## src/rtl/pipe_stage_elastic_pkg.sv

```systemverilog
// Shared pipeline definitions: ROB sizing, ROB age arithmetic and per-stage payload layouts.
package pipe_stage_elastic_pkg;

  localparam int ROB_IDX_W = 4;
  localparam int ROB_DEPTH = 1 << ROB_IDX_W;

  typedef struct packed {
    logic [31:0] pc;
    logic [31:0] instr;
  } ifid_payload_t;

  typedef struct packed {
    logic [31:0] pc;
    logic [31:0] rs1_val;
    logic [31:0] rs2_val;
    logic [19:0] imm;
    logic [4:0]  rd;
    logic [3:0]  alu_op;
    logic        mem_rd;
    logic        mem_wr;
    logic        reg_wr;
  } idex_payload_t;

  typedef struct packed {
    logic [31:0] alu_res;
    logic [31:0] store_val;
    logic [4:0]  rd;
    logic        mem_rd;
    logic        mem_wr;
    logic        reg_wr;
  } exmem_payload_t;

  typedef struct packed {
    logic [31:0] wb_val;
    logic [4:0]  rd;
    logic        reg_wr;
  } memwb_payload_t;

  // Distance of idx behind the ROB head, modulo the ROB depth of the given index width.
  function automatic logic [31:0] rob_age(input logic [31:0] idx, input logic [31:0] head,
                                          input int unsigned width);
    logic [31:0] mask;
    mask = (32'd1 << width) - 32'd1;
    return (idx - head) & mask;
  endfunction

endpackage

```

## src/rtl/pipe_stage_elastic_age_cmp.sv

```systemverilog
// Combinational "idx is strictly younger than ref" compare relative to the ROB head.
module rob_age_cmp
  import pipe_stage_elastic_pkg::*;
#(
  parameter int unsigned W = 4
) (
  input  logic [W-1:0] idx_i,
  input  logic [W-1:0] ref_i,
  input  logic [W-1:0] head_i,
  output logic         younger_o
);

  logic [31:0] age_idx_s;
  logic [31:0] age_ref_s;

  assign age_idx_s = rob_age(32'(idx_i), 32'(head_i), W);
  assign age_ref_s = rob_age(32'(ref_i), 32'(head_i), W);
  assign younger_o = (age_idx_s > age_ref_s);

endmodule

```

## src/rtl/pipe_stage_elastic_chk.sv

```systemverilog
// Structural invariants of the elastic stage: skid implies main, and kills respect FIFO age order.
module pipe_stage_elastic_chk (
  input logic clk,
  input logic reset,
  input logic main_valid_i,
  input logic skid_valid_i,
  input logic kill_main_i,
  input logic kill_skid_i
);

  a_skid_needs_main: assert property (@(posedge clk) disable iff (reset)
    skid_valid_i |-> main_valid_i);

  // The skid entry is always younger than main, so it cannot survive a kill that takes main.
  a_kill_age_order: assert property (@(posedge clk) disable iff (reset)
    (kill_main_i && skid_valid_i) |-> kill_skid_i);

endmodule

```

## src/rtl/pipe_stage_elastic.sv

```systemverilog
// Generic elastic inter-stage register: 2-entry skid buffer, flush, age-based kill, stall counter.
module pipe_stage_elastic #(
  parameter int DATA_W          = 128,
  parameter int ROB_IDX_W       = pipe_stage_elastic_pkg::ROB_IDX_W,
  parameter bit ZERO_ON_INVALID = 1'b1,
  parameter int CNT_W           = 32
) (
  input  logic                 clk,
  input  logic                 reset,
  input  logic                 in_valid,
  input  logic [DATA_W-1:0]    in_data,
  input  logic [ROB_IDX_W-1:0] in_rob_idx,
  output logic                 out_ready,
  output logic                 out_valid,
  output logic [DATA_W-1:0]    out_data,
  output logic [ROB_IDX_W-1:0] out_rob_idx,
  input  logic                 in_ready,
  input  logic                 in_flush,
  input  logic                 in_kill_valid,
  input  logic [ROB_IDX_W-1:0] in_kill_idx,
  input  logic [ROB_IDX_W-1:0] in_rob_head,
  output logic [1:0]           out_occupancy,
  output logic [CNT_W-1:0]     out_stall_cycles
);

  logic                 main_valid_q, main_valid_d, skid_valid_q, skid_valid_d;
  logic [DATA_W-1:0]    main_data_q, main_data_d, main_data_s;
  logic [DATA_W-1:0]    skid_data_q, skid_data_d, skid_data_s;
  logic [ROB_IDX_W-1:0] main_idx_q, main_idx_d, main_idx_s;
  logic [ROB_IDX_W-1:0] skid_idx_q, skid_idx_d, skid_idx_s;
  logic                 ready_q, ready_d;
  logic [CNT_W-1:0]     stall_q, stall_d;
  logic main_young_s, skid_young_s, in_young_s;
  logic push_s, pop_s, kill_main_s, kill_skid_s, push_live_s, keep_main_s, skid_live_s;

  rob_age_cmp #(.W(ROB_IDX_W)) u_cmp_main (
    .idx_i(main_idx_q), .ref_i(in_kill_idx), .head_i(in_rob_head), .younger_o(main_young_s)
  );
  rob_age_cmp #(.W(ROB_IDX_W)) u_cmp_skid (
    .idx_i(skid_idx_q), .ref_i(in_kill_idx), .head_i(in_rob_head), .younger_o(skid_young_s)
  );
  rob_age_cmp #(.W(ROB_IDX_W)) u_cmp_in (
    .idx_i(in_rob_idx), .ref_i(in_kill_idx), .head_i(in_rob_head), .younger_o(in_young_s)
  );

  assign push_s      = in_valid && ready_q;
  assign pop_s       = main_valid_q && in_ready;
  assign kill_main_s = in_kill_valid && main_valid_q && main_young_s;
  assign kill_skid_s = in_kill_valid && skid_valid_q && skid_young_s;
  assign push_live_s = push_s && !(in_kill_valid && in_young_s);
  assign keep_main_s = main_valid_q && !kill_main_s && !pop_s;
  assign skid_live_s = skid_valid_q && !kill_skid_s;

  // Surviving entries are compacted in FIFO order: kept main, then surviving skid, then the push.
  always_comb begin
    main_valid_d = main_valid_q;
    main_data_s  = main_data_q;
    main_idx_s   = main_idx_q;
    skid_valid_d = skid_valid_q;
    skid_data_s  = skid_data_q;
    skid_idx_s   = skid_idx_q;
    if (in_flush) begin
      main_valid_d = 1'b0;
      skid_valid_d = 1'b0;
    end else if (keep_main_s) begin
      skid_valid_d = skid_live_s || push_live_s;
      if (!skid_live_s) begin
        skid_data_s = in_data;
        skid_idx_s  = in_rob_idx;
      end else begin
        skid_data_s = skid_data_q;
        skid_idx_s  = skid_idx_q;
      end
    end else if (skid_live_s) begin
      main_valid_d = 1'b1;
      main_data_s  = skid_data_q;
      main_idx_s   = skid_idx_q;
      skid_valid_d = 1'b0;
    end else begin
      main_valid_d = push_live_s;
      main_data_s  = in_data;
      main_idx_s   = in_rob_idx;
      skid_valid_d = 1'b0;
    end
  end

  assign main_data_d = (ZERO_ON_INVALID && !main_valid_d) ? '0 : main_data_s;
  assign main_idx_d  = (ZERO_ON_INVALID && !main_valid_d) ? '0 : main_idx_s;
  assign skid_data_d = (ZERO_ON_INVALID && !skid_valid_d) ? '0 : skid_data_s;
  assign skid_idx_d  = (ZERO_ON_INVALID && !skid_valid_d) ? '0 : skid_idx_s;
  assign ready_d     = !skid_valid_d;

  // Saturating count of cycles where the head is offered but not taken.
  always_comb begin
    if (main_valid_q && !in_ready && (stall_q != {CNT_W{1'b1}})) begin
      stall_d = stall_q + {{(CNT_W-1){1'b0}}, 1'b1};
    end else begin
      stall_d = stall_q;
    end
  end

  always_ff @(posedge clk) begin
    if (reset) begin
      main_valid_q <= 1'b0;
      main_data_q  <= '0;
      main_idx_q   <= '0;
      skid_valid_q <= 1'b0;
      skid_data_q  <= '0;
      skid_idx_q   <= '0;
      ready_q      <= 1'b1;
      stall_q      <= '0;
    end else begin
      main_valid_q <= main_valid_d;
      main_data_q  <= main_data_d;
      main_idx_q   <= main_idx_d;
      skid_valid_q <= skid_valid_d;
      skid_data_q  <= skid_data_d;
      skid_idx_q   <= skid_idx_d;
      ready_q      <= ready_d;
      stall_q      <= stall_d;
    end
  end

  assign out_ready        = ready_q;
  assign out_valid        = main_valid_q;
  assign out_data         = main_data_q;
  assign out_rob_idx      = main_idx_q;
  assign out_occupancy    = {skid_valid_q, main_valid_q & ~skid_valid_q};
  assign out_stall_cycles = stall_q;

  pipe_stage_elastic_chk u_chk (
    .clk         (clk),
    .reset       (reset),
    .main_valid_i(main_valid_q),
    .skid_valid_i(skid_valid_q),
    .kill_main_i (kill_main_s),
    .kill_skid_i (kill_skid_s)
  );

endmodule

```

## config.mk

```make
export PLATFORM = sky130hd
export DESIGN_NAME = pipe_stage_elastic
export DESIGN_NICKNAME = d
export VERILOG_FILES = /design/src/rtl/pipe_stage_elastic_pkg.sv /design/src/rtl/pipe_stage_elastic_age_cmp.sv /design/src/rtl/pipe_stage_elastic_chk.sv /design/src/rtl/pipe_stage_elastic.sv
export SDC_FILE = /design/constraint.sdc
export NUM_CORES = 1
export LEC_CHECK = 0
export CAP_MARGIN = 20
export CELL_PAD_IN_SITES_DETAIL_PLACEMENT = 2
export CELL_PAD_IN_SITES_GLOBAL_PLACEMENT = 2
export CORE_ASPECT_RATIO = 1.2
export CORE_MARGIN = 2
export CORE_UTILIZATION = 27
export CTS_BUF_LIST = sky130_fd_sc_hd__clkbuf_8 sky130_fd_sc_hd__clkbuf_16
export DETAILED_ROUTE_END_ITERATION = 6
export GPL_ROUTABILITY_DRIVEN = 0
export PLACE_DENSITY_LB_ADDON = 0.1
export SETUP_SLACK_MARGIN = 0.15
export SLEW_MARGIN = 20
export SYNTH_ARGS = -nofsm -noshare
export SYNTH_HDL_FRONTEND = slang
export SYNTH_HIERARCHICAL = 1
export SYNTH_SLANG_ARGS = --single-unit
```

## constraint.sdc

```tcl
create_clock -name clk -period 3.3 [get_ports clk]
set_clock_uncertainty 0.15 [all_clocks]
set_input_delay 0.66 -clock clk [delete_from_list [all_inputs] [get_ports clk]]
set_output_delay 0.66 -clock clk [all_outputs]
set_load 0.1 [all_outputs]
```

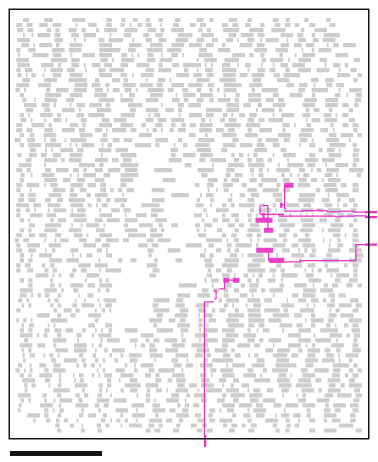
Figure 1: run 1, I/O nets highlighted.
Bar = 50 um.
- magenta: `in_rob_idx` (bits 4; direction input; edge 3 right, 1 bottom; end cells 9; buffers 5; wire 318 um)

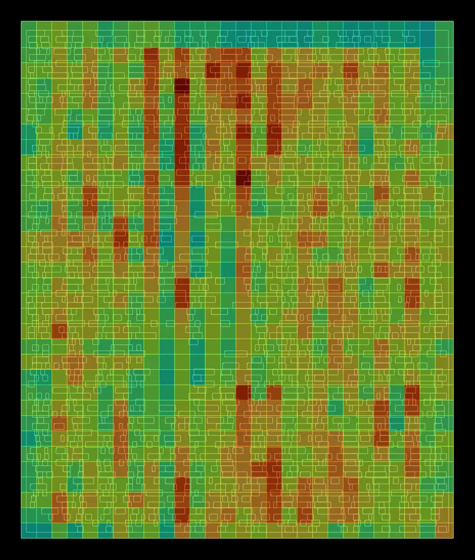
Figure 2: run 1, routing congestion map.
met3 Track Usage GR: 0.0445
M1 GR Usage: 0.206
GRT Resource Usage Total: 0.181

==> results.txt, run 1 <==
leak pwr = 7.68 nW
Worst Setup Start Kind = input pin
Post-Synth Adder-Cell Area = 0.0432
DR top layer = met5
xor and xnor area share after synthesis = 0.0186
final core utilization = 0.464
cts bufs inserted = 36
Int Pwr = 6.62 mW
seq pwr = 3.74 mW
Seq share, synth = 0.509
Area Growth Syn to Fin = 69.2%
met1 WL = 17700 um
post-CTS sizing = 114
Crit path required time = 3530 ps
Die Span Y = 233 um
ANT nets after route = 0
Core Area = 0.0429 sq mm
most instantiated logic cells after routing = 294 x dfxtp_1, 226 x buf_4, 198 x nor2_1
CP Depth = 16
worst slew pin tran = 408 ps
Max Slew Vio Count = 0
Post-CTS Setup Inserts = 25
WL met2 = 23400 um
layout cell share with drive strength beyond 1 = 0.452
crit path DAT = 3450 ps
kind of end point of the critical path = flip-flop
Slowest Stage Delay on Critical Path = 410 ps
YS chip area = 0.0118 sq mm
Post-Syn Instances = 1191
Non-Filler Instances = 2180
GR Overflow Total = 0
worst-case clock buffer depth = 3
post-route cell area = 0.0199 sq mm
Place WS = -985 ps
clk sink count = 299
Max-area cell share = 0.509
WP buf/inv = 7
pwr/cell area = 472 mW/mm^2
Reg2Reg Depth = 13
Worst path slowest cell = fa_1
number of synthesized flops with an enable pin = 0
Post-CTS Hold Buffers = 0
Hold Crit Class = in -> reg
Net Sw Power = 2.77 mW
reg-to-reg startpoint = skid_idx_q[0]$_SDFFE_PP0P_
Net Sw Frac = 0.295
Mapped Nets = 1374
run status = complete, no violations
Reg power frac = 0.398
maxcap violations = 0
area fraction in mux cells = 0.117
aoi share = 0.120
CTS clk-pin slew, worst paths = 50 ps
Rows = 83
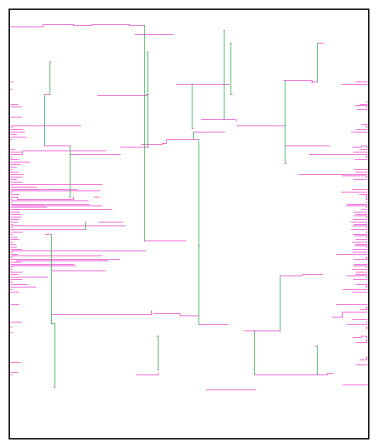
Figure 3: run 1, signal wires by layer.
Only two layers are drawn.
- green: metal 4 (wire length 689 um)
- magenta: metal 3 (wire length 2390 um)

## run 1: registers in the layout, summed over array words and instances, names as in the netlist
name,flops
out_data,128
out_rob_idx,4
skid_valid_q,1
out_stall_cycles,32
skid_data_q,128
out_ready,1
skid_idx_q,4
out_valid,1
## run 1: kinds of logic after synthesis
| family | Yosys count |
|---|---|
| flops | 299 |
| mux | 137 |
| compound gates | 199 |
| fa+ha+maj | 37 |
| buf+inv | 119 |
| simple gates | 375 |
| xor+xnor | 25 |
## run 1: cell type report
type | count | area, sq um
fill | 4319 | 23000
tap | 552 | 691
clock buffer | 43 | 1010
sequential | 299 | 6000
multi-input combinational | 773 | 7060
inverter | 35 | 153
timing repair buffer | 461 | 4920
clock inverter | 12 | 52.6
antenna | 5 | 12.5
Figure 4. Met1 routing (run 1).
Bar = 50 um. Supply wires on this layer in grey.
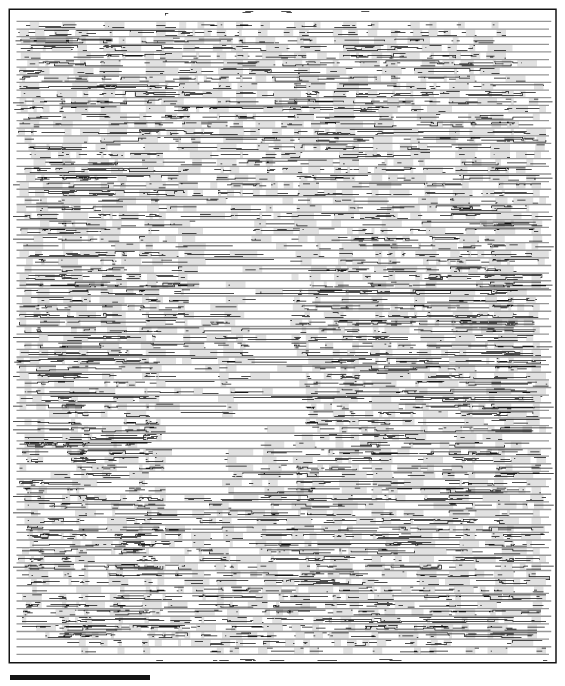

--- run 2 (diff from run 1) ---
Clock period 3.3 ns to 2.7 ns, I/O delays scaled along.
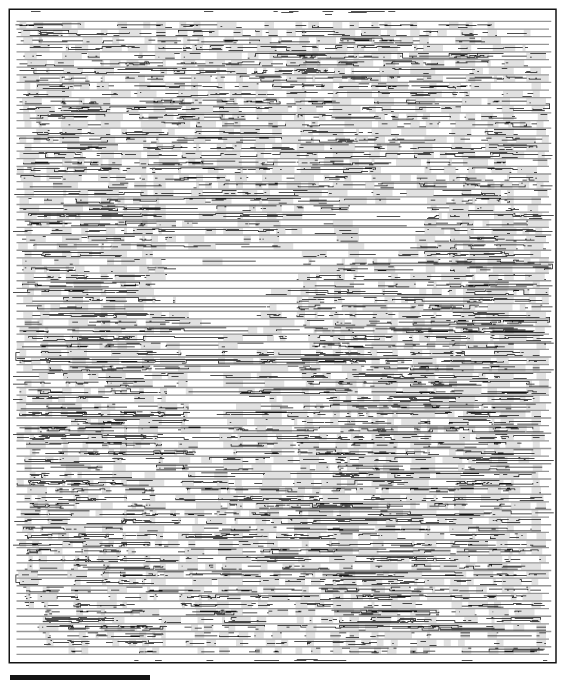
Figure 5: run 2, met1 routing.
Bar = 50 um. Supply wires on this layer in grey.
- wire length on this layer: 20000 um
- nets with wire on the layer: 1675
- longest straight run: 86.7 um
- main direction: horizontal
- share of all routed wire: 39%

==> results.txt, run 2 <==
Post-Syn Instances = 1191
maxcap violations = 0
met3 Track Usage GR = 0.0583
pwr/cell area = 567 mW/mm^2
DR top layer = met5
aoi share = 0.120
Slowest Stage Delay on Critical Path = 630 ps
WL met2 = 27300 um
vias post-DR = 10.8k
reg-to-reg startpoint = out_rob_idx[0]$_SDFFE_PP0P_
Worst Setup Start Kind = flip-flop
post-route cell area = 0.0214 sq mm
peak supply drop = 0.403 mV
Worst path slowest cell = or4_4
Max-area cell share = 0.509
Die Span Y = 233 um
CTS clk-pin slew, worst paths = 60 ps
final core utilization = 0.498
worst slew pin tran = 423 ps
Post-Synth Adder-Cell Area = 0.0432
worst-case clock buffer depth = 3
Post-CTS Hold Buffers = 0
Place WS = -1520 ps
Core Area = 0.0429 sq mm
hold path start = in_rob_idx[0]
M1 GR Usage = 0.219
clk sink count = 299
leak pwr = 8.31 nW
area fraction in mux cells = 0.117
met1 WL = 20000 um
crit path DAT = 3620 ps
Vias/cell = 4.83
run status = finished with violations
Hold Crit Class = in -> reg
CP Depth = 15
worst setup margin = -606 ps
WP buf/inv = 5
slew margin rel. = 0.710
# setup viols final = 267
Initial DRT Pass Iterations = 4
ANT nets after route = 0
most instantiated logic cells after routing = 293 x dfxtp_1, 252 x buf_4, 176 x nor2_1
Seq share, synth = 0.509
Area Growth Syn to Fin = 81.8%
Reg2Reg Depth = 15
YS chip area = 0.0118 sq mm
kind of end point of the critical path = flip-flop
Rows = 83
failing checks = negative setup slack
layout cell share with drive strength beyond 1 = 0.487
==> run 2: cell count changes in the layout (fill, tap and decap cells not counted), sizes merged, moves of 2 or more <==
cell / change
clkbuf: +7
inv: +3
buf: +55
diode: -2
bufbuf: -2
clkinv: -2
or4: +2
==> run 2: where the power goes <==
group | internal [mW] | total [mW] | switching [mW] | leakage (nW)
registers | 4.51 | 4.57 | 0.0654 | 2.42
clock network | 2.81 | 4.78 | 1.97 | 0.599
logic | 1.15 | 2.75 | 1.60 | 5.30
total | 8.46 | 12.1 | 3.64 | 8.31
==> run 2: area by class of cell <==
cell class	count	area [sq um]
Fill cell	4212	21500
Inverter	35	150
Multi-Input combinational cell	775	7430
Clock inverter	14	87.6
Antenna cell	3	7.51
Timing Repair Buffer	520	5950
Clock buffer	46	1050
Tap cell	552	691
Sequential cell	299	6000
Figure 6. Where the registers sit (run 2).
Bar = 50 um. Other sequential cells in the stronger grey, the rest of the logic in the fainter grey.
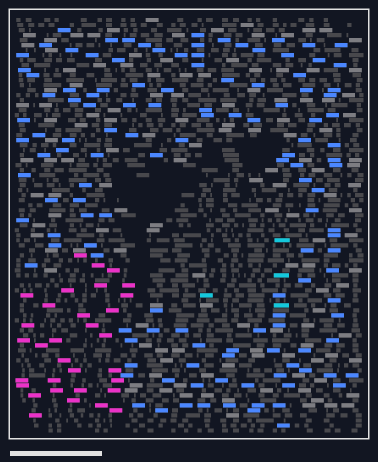

--- run 3 (diff from run 2) ---
Settings changed: CORE_UTILIZATION 27 to 34, DONT_BUFFER_PORTS set to 1.
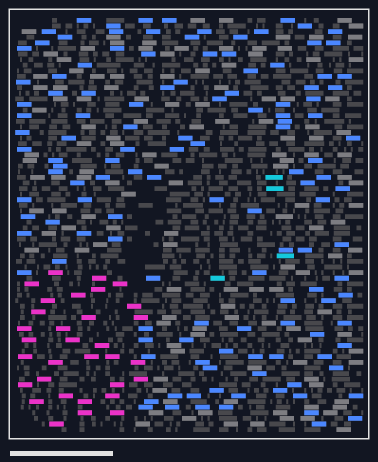
Figure 7: run 3, where the registers sit.
Bar = 50 um. Other sequential cells in the stronger grey, the rest of the logic in the fainter grey.
- blue: `out_data` (sequential cells 128; where widely spread)
- cyan: `out_rob_idx` (sequential cells 4; where middle right)
- magenta: `out_stall_cycles` (sequential cells 32; where lower left)

==> results.txt, run 3 <==
worst-case clock buffer depth = 3
slew margin rel. = 0.626
DR top layer = met4
area fraction in mux cells = 0.117
Top power group = the clock network
post-route cell area = 0.0185 sq mm
Initial DRT Pass Iterations = 4
Post-Synth Adder-Cell Area = 0.0432
worst slew pin tran = 561 ps
Int Pwr = 8.01 mW
kind of end point of the critical path = flip-flop
vias post-DR = 10.3k
Crit path required time = 2980 ps
Slowest Stage Delay on Critical Path = 600 ps
CTS clk-pin slew, worst paths = 60 ps
Core Area = 0.0341 sq mm
Clock power frac = 0.404
post-CTS sizing = 76
xor and xnor area share after synthesis = 0.0186
cts bufs inserted = 34
maxcap violations = 0
R2R setup slack = -760 ps
Max-area cell share = 0.509
Seq share, synth = 0.509
Mapped Nets = 1374
GRT Resource Usage Total = 0.215
most instantiated logic cells after routing = 294 x dfxtp_1, 218 x buf_4, 210 x nor2_1
Power Clock = 4.65 mW
WP buf/inv = 5
seq pwr = 4.55 mW
Vias/cell = 5.35
pwr/cell area = 622 mW/mm^2
Rows = 74
fill cell count = 3292
failing checks = negative setup slack
final core utilization = 0.542
Reg power frac = 0.395
Die Span Y = 208 um
H-tree Lvls = 2
met1 WL = 18600 um
YS chip area = 0.0118 sq mm
run status = finished with violations
M1 GR Usage = 0.221
clk sink count = 299
Detailed Route Iter0 Violations = 381
Combinational Power Share = 0.200
Synth Warn # = 6
Die Area = 0.0361 sq mm
Comb power = 2.30 mW
aoi share = 0.120
leak pwr = 7.18 nW
crit path DAT = 3740 ps
Net Sw Frac = 0.303
peak supply drop = 0.468 mV
Post-CTS Setup Inserts = 9
Area Growth Syn to Fin = 57.2%
ANT nets after route = 0
met3 Track Usage GR = 0.0842
layout cell share with drive strength beyond 1 = 0.487
ant diodes = 0
WL met2 = 27700 um
Post-CTS Hold Buffers = 1
DRC Markers = 0
# setup viols final = 267
Hold Crit Class = in -> reg
Net Sw Power = 3.49 mW
worst setup margin = -759 ps
total power draw = 11.5 mW
Non-Filler Instances = 1931
GR Overflow Total = 0
number of synthesized flops with an enable pin = 0
Worst Setup Start Kind = flip-flop
-- run 3: worst paths after layout --
path	start	endpoint	depth (start not counted)
worst min register to register	skid_data_q[83]$_SDFFE_PP0P_	skid_data_q[83]$_SDFFE_PP0P_	2
worst min-delay path	in_data[114]	skid_data_q[114]$_SDFFE_PP0P_	2
worst max-delay path	skid_idx_q[0]$_SDFFE_PP0P_	skid_data_q[121]$_SDFFE_PP0P_	15
worst max register to register	skid_idx_q[0]$_SDFFE_PP0P_	skid_data_q[121]$_SDFFE_PP0P_	15
-- run 3: layout make-up --
class,count,area (sq um),area share
repair buffers,308,3450,0.187
inverters,35,148,0.00799
clock buffers,43,1010,0.0546
flip-flops and latches,299,6000,0.325
well taps,456,571,0.0309
clock inverters,14,82.6,0.00447
multi-input cells,776,7220,0.391
No activity file was given, so power comes from the tool's default toggle rates.
